Fig. 1: placement by cell class
Scale bar: 20 microns. Fill, decap, tap and diode cells in gray.
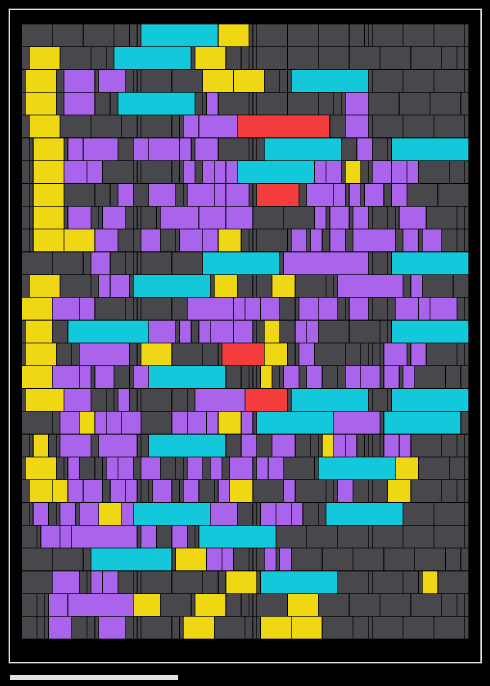
Fig. 2: register map, names as in the netlist
Other sequential cells in the stronger gray, the rest of the logic in the fainter gray.
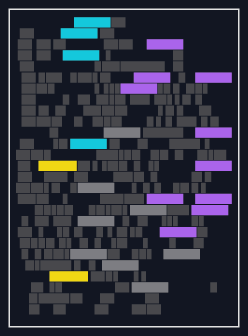
## src/rtl/timer_scheduler_if.sv

```systemverilog
// Requester-side bundle for timer_scheduler: requests, delays, ack in; grant/status out.
// Master drives requests and ack; slave is the scheduler.
interface timer_scheduler_if #(
  parameter int NUM_REQ = 4
);
  localparam int IW = (NUM_REQ > 1) ? $clog2(NUM_REQ) : 1;

  logic [NUM_REQ-1:0]   req;
  logic [4*NUM_REQ-1:0] req_delay;
  logic                 ack;
  logic [NUM_REQ-1:0]   grant;
  logic [IW-1:0]        owner_id;
  logic [3:0]           count;
  logic                 counting;
  logic                 done;

  modport master (
    output req, req_delay, ack,
    input  grant, owner_id, count, counting, done
  );

  modport slave (
    input  req, req_delay, ack,
    output grant, owner_id, count, counting, done
  );
endinterface

```

## src/rtl/timer_scheduler.sv

```systemverilog
// Round-robin scheduler sharing one (delay+1)*UNIT_CYCLES timer among NUM_REQ requesters.
// Optional TIMER_SCHED_ABORT_EN: owner dropping req during COUNT aborts the timer.
//
// state    | meaning
// ST_IDLE  | no owner; grant the next requester in round-robin order
// ST_COUNT | timer running for the owner
// ST_DONE  | timer expired; holding grant until ack
module timer_scheduler #(
  parameter int NUM_REQ     = 4,
  parameter int UNIT_CYCLES = 1000
) (
  input logic               clk,
  input logic               reset,
  timer_scheduler_if.slave  bus
);
  localparam int IW = (NUM_REQ > 1) ? $clog2(NUM_REQ) : 1;
  localparam int UW = (UNIT_CYCLES > 1) ? $clog2(UNIT_CYCLES) : 1;

  typedef enum logic [1:0] {ST_IDLE, ST_COUNT, ST_DONE} state_t;

  state_t             r_state,    w_state;
  logic [NUM_REQ-1:0] r_grant,    w_grant;
  logic [IW-1:0]      r_owner,    w_owner;
  logic [3:0]         r_count,    w_count;
  logic               r_counting, w_counting;
  logic               r_done,     w_done;
  logic [UW-1:0]      r_unit,     w_unit;

  logic               w_win_hit;
  logic [IW-1:0]      w_win;
  logic [3:0]         w_win_delay;

  // r_owner doubles as last-owner: it only changes on a new grant, so in
  // IDLE it always holds the previous owner and the scan starts just past it.
  always_comb begin
    logic [IW-1:0] v_idx;
    v_idx       = '0;
    w_win_hit   = 1'b0;
    w_win       = '0;
    w_win_delay = '0;
    for (int k = 1; k <= NUM_REQ; k++) begin
      v_idx = IW'((int'(r_owner) + k) % NUM_REQ);
      if (!w_win_hit && bus.req[v_idx]) begin
        w_win_hit = 1'b1;
        w_win     = v_idx;
      end
    end
    for (int i = 0; i < NUM_REQ; i++) begin
      if (w_win == IW'(i)) w_win_delay = bus.req_delay[4*i +: 4];
    end
  end

  always_comb begin
    w_state    = r_state;
    w_grant    = r_grant;
    w_owner    = r_owner;
    w_count    = r_count;
    w_counting = r_counting;
    w_done     = r_done;
    w_unit     = r_unit;
    case (r_state)
      ST_IDLE: begin
        w_count = '0;
        if (w_win_hit) begin
          w_grant    = NUM_REQ'(1) << w_win;
          w_owner    = w_win;
          w_count    = w_win_delay;
          w_unit     = '0;
          w_counting = 1'b1;
          w_state    = ST_COUNT;
        end
      end
      ST_COUNT: begin
`ifdef TIMER_SCHED_ABORT_EN
        if (!bus.req[r_owner]) begin
          w_grant    = '0;
          w_counting = 1'b0;
          w_count    = '0;
          w_unit     = '0;
          w_state    = ST_IDLE;
        end else
`endif
        if (r_unit == UW'(UNIT_CYCLES - 1)) begin
          w_unit = '0;
          if (r_count == 4'd0) begin
            w_counting = 1'b0;
            w_done     = 1'b1;
            w_state    = ST_DONE;
          end else begin
            w_count = r_count - 4'd1;
          end
        end else begin
          w_unit = r_unit + 1'b1;
        end
      end
      ST_DONE: begin
        if (bus.ack) begin
          w_done  = 1'b0;
          w_grant = '0;
          w_state = ST_IDLE;
        end
      end
      default: w_state = ST_IDLE;
    endcase
  end

  always_ff @(posedge clk or negedge reset) begin
    if (!reset) begin
      r_state    <= ST_IDLE;
      r_grant    <= '0;
      r_owner    <= IW'(NUM_REQ - 1);
      r_count    <= '0;
      r_counting <= 1'b0;
      r_done     <= 1'b0;
      r_unit     <= '0;
    end else begin
      r_state    <= w_state;
      r_grant    <= w_grant;
      r_owner    <= w_owner;
      r_count    <= w_count;
      r_counting <= w_counting;
      r_done     <= w_done;
      r_unit     <= w_unit;
    end
  end

  assign bus.grant    = r_grant;
  assign bus.owner_id = r_owner;
  assign bus.count    = r_count;
  assign bus.counting = r_counting;
  assign bus.done     = r_done;
endmodule

```

## src/flat_wrapper.sv

```systemverilog
// flat-port wrapper written by rule: the top's interface ports become plain ports
module timer_scheduler_flat 
#(
  parameter int NUM_REQ     = 4,
  parameter int UNIT_CYCLES = 1000
)
  (clk, reset, bus_req, bus_req_delay, bus_ack, bus_grant, bus_owner_id, bus_count, bus_counting, bus_done);
  timer_scheduler_if #(.NUM_REQ(NUM_REQ)) bus_i ();
  input logic clk;
  input logic reset;
  input wire logic [$bits(bus_i.req)-1:0] bus_req;
  input wire logic [$bits(bus_i.req_delay)-1:0] bus_req_delay;
  input wire logic [$bits(bus_i.ack)-1:0] bus_ack;
  output wire logic [$bits(bus_i.grant)-1:0] bus_grant;
  output wire logic [$bits(bus_i.owner_id)-1:0] bus_owner_id;
  output wire logic [$bits(bus_i.count)-1:0] bus_count;
  output wire logic [$bits(bus_i.counting)-1:0] bus_counting;
  output wire logic [$bits(bus_i.done)-1:0] bus_done;
  assign bus_i.req = bus_req;
  assign bus_i.req_delay = bus_req_delay;
  assign bus_i.ack = bus_ack;
  assign bus_grant = bus_i.grant;
  assign bus_owner_id = bus_i.owner_id;
  assign bus_count = bus_i.count;
  assign bus_counting = bus_i.counting;
  assign bus_done = bus_i.done;
  timer_scheduler #(.NUM_REQ(NUM_REQ), .UNIT_CYCLES(UNIT_CYCLES)) u_core (.clk(clk), .reset(reset), .bus(bus_i));
endmodule
```

## config.mk

```make
export PLATFORM = sky130hd
export DESIGN_NAME = timer_scheduler_flat
export DESIGN_NICKNAME = d
export VERILOG_FILES = /design/src/rtl/timer_scheduler_if.sv /design/src/rtl/timer_scheduler.sv /design/src/flat_wrapper.sv
export SDC_FILE = /design/constraint.sdc
export NUM_CORES = 1
export LEC_CHECK = 0
export CAP_MARGIN = 40
export CORE_ASPECT_RATIO = 1.4
export CORE_UTILIZATION = 40
export DETAILED_ROUTE_END_ITERATION = 10
export GPL_TIMING_DRIVEN = 0
export MAX_ROUTING_LAYER = met4
export PLACE_DENSITY_LB_ADDON = 0.2
export SLEW_MARGIN = 25
export SYNTH_ARGS = -nofsm -noshare
export SYNTH_HDL_FRONTEND = slang
export SYNTH_SLANG_ARGS = --single-unit
```

## constraint.sdc

```tcl
create_clock -name clk -period 2 [get_ports clk]
set_input_delay 0.4 -clock clk [delete_from_list [all_inputs] [get_ports clk]]
set_output_delay 0.4 -clock clk [all_outputs]
set_load 0.05 [all_outputs]
```

==> metrics.csv <==
stage,metric,value,unit
drt,drt-initial-drc-count,27,
critical_path,path_buffers,1,
final_layout,nets,258,
grt,met2_usage,38.6,%
yosys,postSynthSeqShare,36.7,%
yosys,yosys_area,1640,sq um
cts,htree_levels,1,
yosys,topCellsByArea,"dfrtp_1 34%, o21ai_0 6.1%, nand2_1 5.5%, dfstp_2 3.2%, a21oi_1 3.0%",
yosys,yosys.area_share.aoi,27.0,%
yosys,fa_ha_area_share,1.52,%
cts,root_buffer,clkbuf_8,
grt,grt_pass1_wl,6490,microns
critical_path,path_cells,clkdlybuf4s50_1,
yosys,synthesis.instances,190,
final_timing,drv_slew,0,
place,placed_area,2000,sq um
final_timing,period_minus_slack,1.93,ns
drt,routedWlPerCell,14.4,microns
drt,via_count,1536,
final_timing,clock_skew,0.00647,ns
critical_path,crit_fanout,6,
final_timing,rsz0062_at_grt,no,
critical_path,r2r_setup_slack,0.09,ns
cts,cts_tree,built,
yosys,yosys.area.top_type,dfrtp_1,
critical_path,required,1.60,ns
cts,clkTransAtPathRegs,0.09,ns
job,warnings,26,
grt,grt_util_met1,19.1,%
run_status,outcome,"finished, final reports clean",
yosys,ys_seq_elements,24,
place,place_congestion,0.800,
yosys,yosysWarnings,0,
critical_path,crit_arrival,1.53,ns
final_timing,worst_slew_pin_slew,0.545,ns
final_timing,finalHoldViolations,0,
die,die_height,77.8,microns
grt,grt_max_degree,25,
grt,grt_use_met3,1.83,%
cts,clk_path_buf_depth,2,
critical_path,critPathCaptureType,primary output,
yosys,ys_sh_simple,26.3,%
final_layout,area_growth,31.5,%
cts,worstSkewPairLatency,0.27,ns
yosys,syn_avg_cell_area,8.65,sq um
critical_path,critPathSlowestCell,clkdlybuf4s50_1,
final_timing,fmax,518,MHz
die,fp_util,41.9,%
drt,routed_via_density,5.59,
job,drv_cap,0,
grt,antenna_found_initial,0,
place,numPortBuffers,31,
final_timing,setup_viol,0,
final_layout,drive_gt1_share,16.4,%
drt,drc,0,
yosys,top_area_share,33.5,%
yosys,logic_family,AND-OR/OR-AND gates,
critical_path,critPathLaunchType,flop,
yosys,syn_area,1640,sq um
critical_path,crit_family,buffers and inverters,
final_layout,fillers,393,
grt,grt_busiest_layer,met2,
drt,drtAntennaViolNets,0,
grt,grt_pass1_vias,1444,
yosys,ff_type,dfrtp_1,
yosys,mux_area_share,2.51,%
drt,drt-total-wl,3960,microns
grt,globalRoute.totalOverflow,0,
die,fp.dieW,56.2,microns
drt,firstDrtPassIters,4,
pwr,ir_drop,637,uV
final_timing,maxSlewHeadroom,63.7,%
place,dp_hpwl,3050,microns
final_timing,period_used_share,96.6,%
yosys,async_flop_share,100,%
final_layout,comb_area,990,sq um
pwr,power_density,1080,nW/um^2
die,chipArea,4370,sq um
cts,cts_made_buffers,3,
yosys,floorplan.nets,215,
die,io-pin-count,35,
critical_path,max_stage_delay,0.83,ns
yosys,ys_cells,190,
pwr,p_leak,0.942,nW
cts,cts_sinks,24,
grt,track_usage,19.4,%
yosys,xor_share,1.07,%
final_layout,diodes,0,
critical_path,path_class,reg2out,
yosys,ys_types,55,
min_path,hp-class,in2async,
yosys,edf_count,0,
## Picture notes: Fig. 1
- cyan: sequential cells (cells 24; share of their area 29%)
- purple: combinational and other logic (cells 156; share of their area 48%)
- yellow: remaining buffers and delay cells (cells 48; share of their area 20%)
- red: clock drivers and dummy loads (cells 4; share of their area 3.4%)
final instance area: 2160 sq um
fraction of area in registers: 27.9%
CORE AREA: 3920 sq um
Rows: 27
Final Util: 55.1%

## Picture notes: Fig. 2
- purple: u_core.r_unit (placed flops 10)
- yellow: u_core.bus.owner_id (placed flops 2)
- cyan: u_core.bus.count (placed flops 4)
Seq. cell area: 603 sq um
Seq group: 0.786 mW

## layout make-up
cell class	count	area share, %
multi-input combinational	148	45.8
sequential	24	27.9
timing repair buffer	39	16.9
tap	43	2.49
buffer	9	2.20
clock buffer	3	1.91
clock inverter	1	1.39
inverter	8	1.39
## state kept, by name, indices dropped and copies added (netlist names)
| signal | cells |
|---|---|
| u_core.bus.grant | 4 |
| u_core.bus.counting | 1 |
| u_core.bus.count | 4 |
| u_core.r_state | 2 |
| u_core.bus.done | 1 |
| u_core.bus.owner_id | 2 |
| u_core.r_unit | 10 |
## cells in the mapped netlist (4+ instances only)
cell type / number
buf_2: 4
o21ai_0: 20
a21oi_1: 10
dfrtp_1: 22
inv_1: 8
nand2b_1: 6
nand3_1: 6
and3_1: 5
nor2_1: 12
a21o_1: 4
o21ai_1: 4
nand2_1: 24
## timing repair
action                     in CTS  in global routing
resized                         3                  5
buffers inserted                0                  8
setup endpoints to repair       4                 11
hold buffers                    0                  0
pin swaps                       0                  2
## kinds of logic (layout without fill, tap and decap cells)
logic type,after synthesis,count (layout)
AND-OR/OR-AND,64,64
XOR/XNOR,2,2
adder cells (fa/ha/maj),2,2
buffers and inverters,18,60
flip-flops,24,24
multiplexers,4,4
AND/OR/NAND/NOR,76,76
## report_power, final
part | total [mW] | internal, mW | switching, mW
clock | 0.434 | 0.268 | 0.166
sequential | 0.786 | 0.629 | 0.157
combinational | 1.10 | 0.432 | 0.672
total | 2.32 | 1.33 | 0.996
## placed cells by master (no fill, tap or decap), drive strengths merged, types with 2 or more instances in the layout
cell type / count
a211oi: 4
a21boi: 2
a21o: 4
a21oi: 11
a31oi: 2
a41oi: 2
and3: 5
buf: 15
clkbuf: 6
clkdlybuf4s50: 27
dfrtp: 22
dfstp: 2
dlygate4sd2: 2
ha: 2
inv: 8
mux2i: 3
nand2: 25
nand2b: 7
nand3: 6
nor2: 12
nor3: 4
nor3b: 3
nor4: 3
o21ai: 24
o221ai: 3
o22ai: 2
o41ai: 2
or2: 2
or3: 3
xnor2: 2
## per-stage QoR
step	power, mW	hold WS (ns)	setup TNS [ns]	setup slack [ns]	instances
detailed placement	1.89	0.424	-3.27	-0.275	264
global placement	1.88	0.467	-3.15	-0.279	264
CTS	2.31	0.121	0	0.00982	268
global route	2.47	0.160	0	0.0118	275
finish	2.32	0.0982	0	0.0678	275
floorplan	1.54	0.104	0	0.0795	190
## final timing paths
check,startpoint,endpoint,cells after the start
worst max-delay path,u_core.bus.count[3],bus_count[3],1
worst min-delay path,reset,u_core.bus.done,1
worst max register to register,u_core.bus.owner_id[1],u_core.bus.count[1],6
worst min register to register,u_core.bus.done,u_core.bus.done,2
max in group asynchronous,reset,u_core.r_unit[5],1
min in group clk,u_core.bus.done,u_core.bus.done,2
## routing by layer
metal / routed length, microns / share of wire, %
met5: 0 / 0
met3: 128 / 3.2
met2: 2200 / 56
met1: 1560 / 39
met4: 64 / 1.6
No activity file was given, so power comes from the tool's default toggle rates.
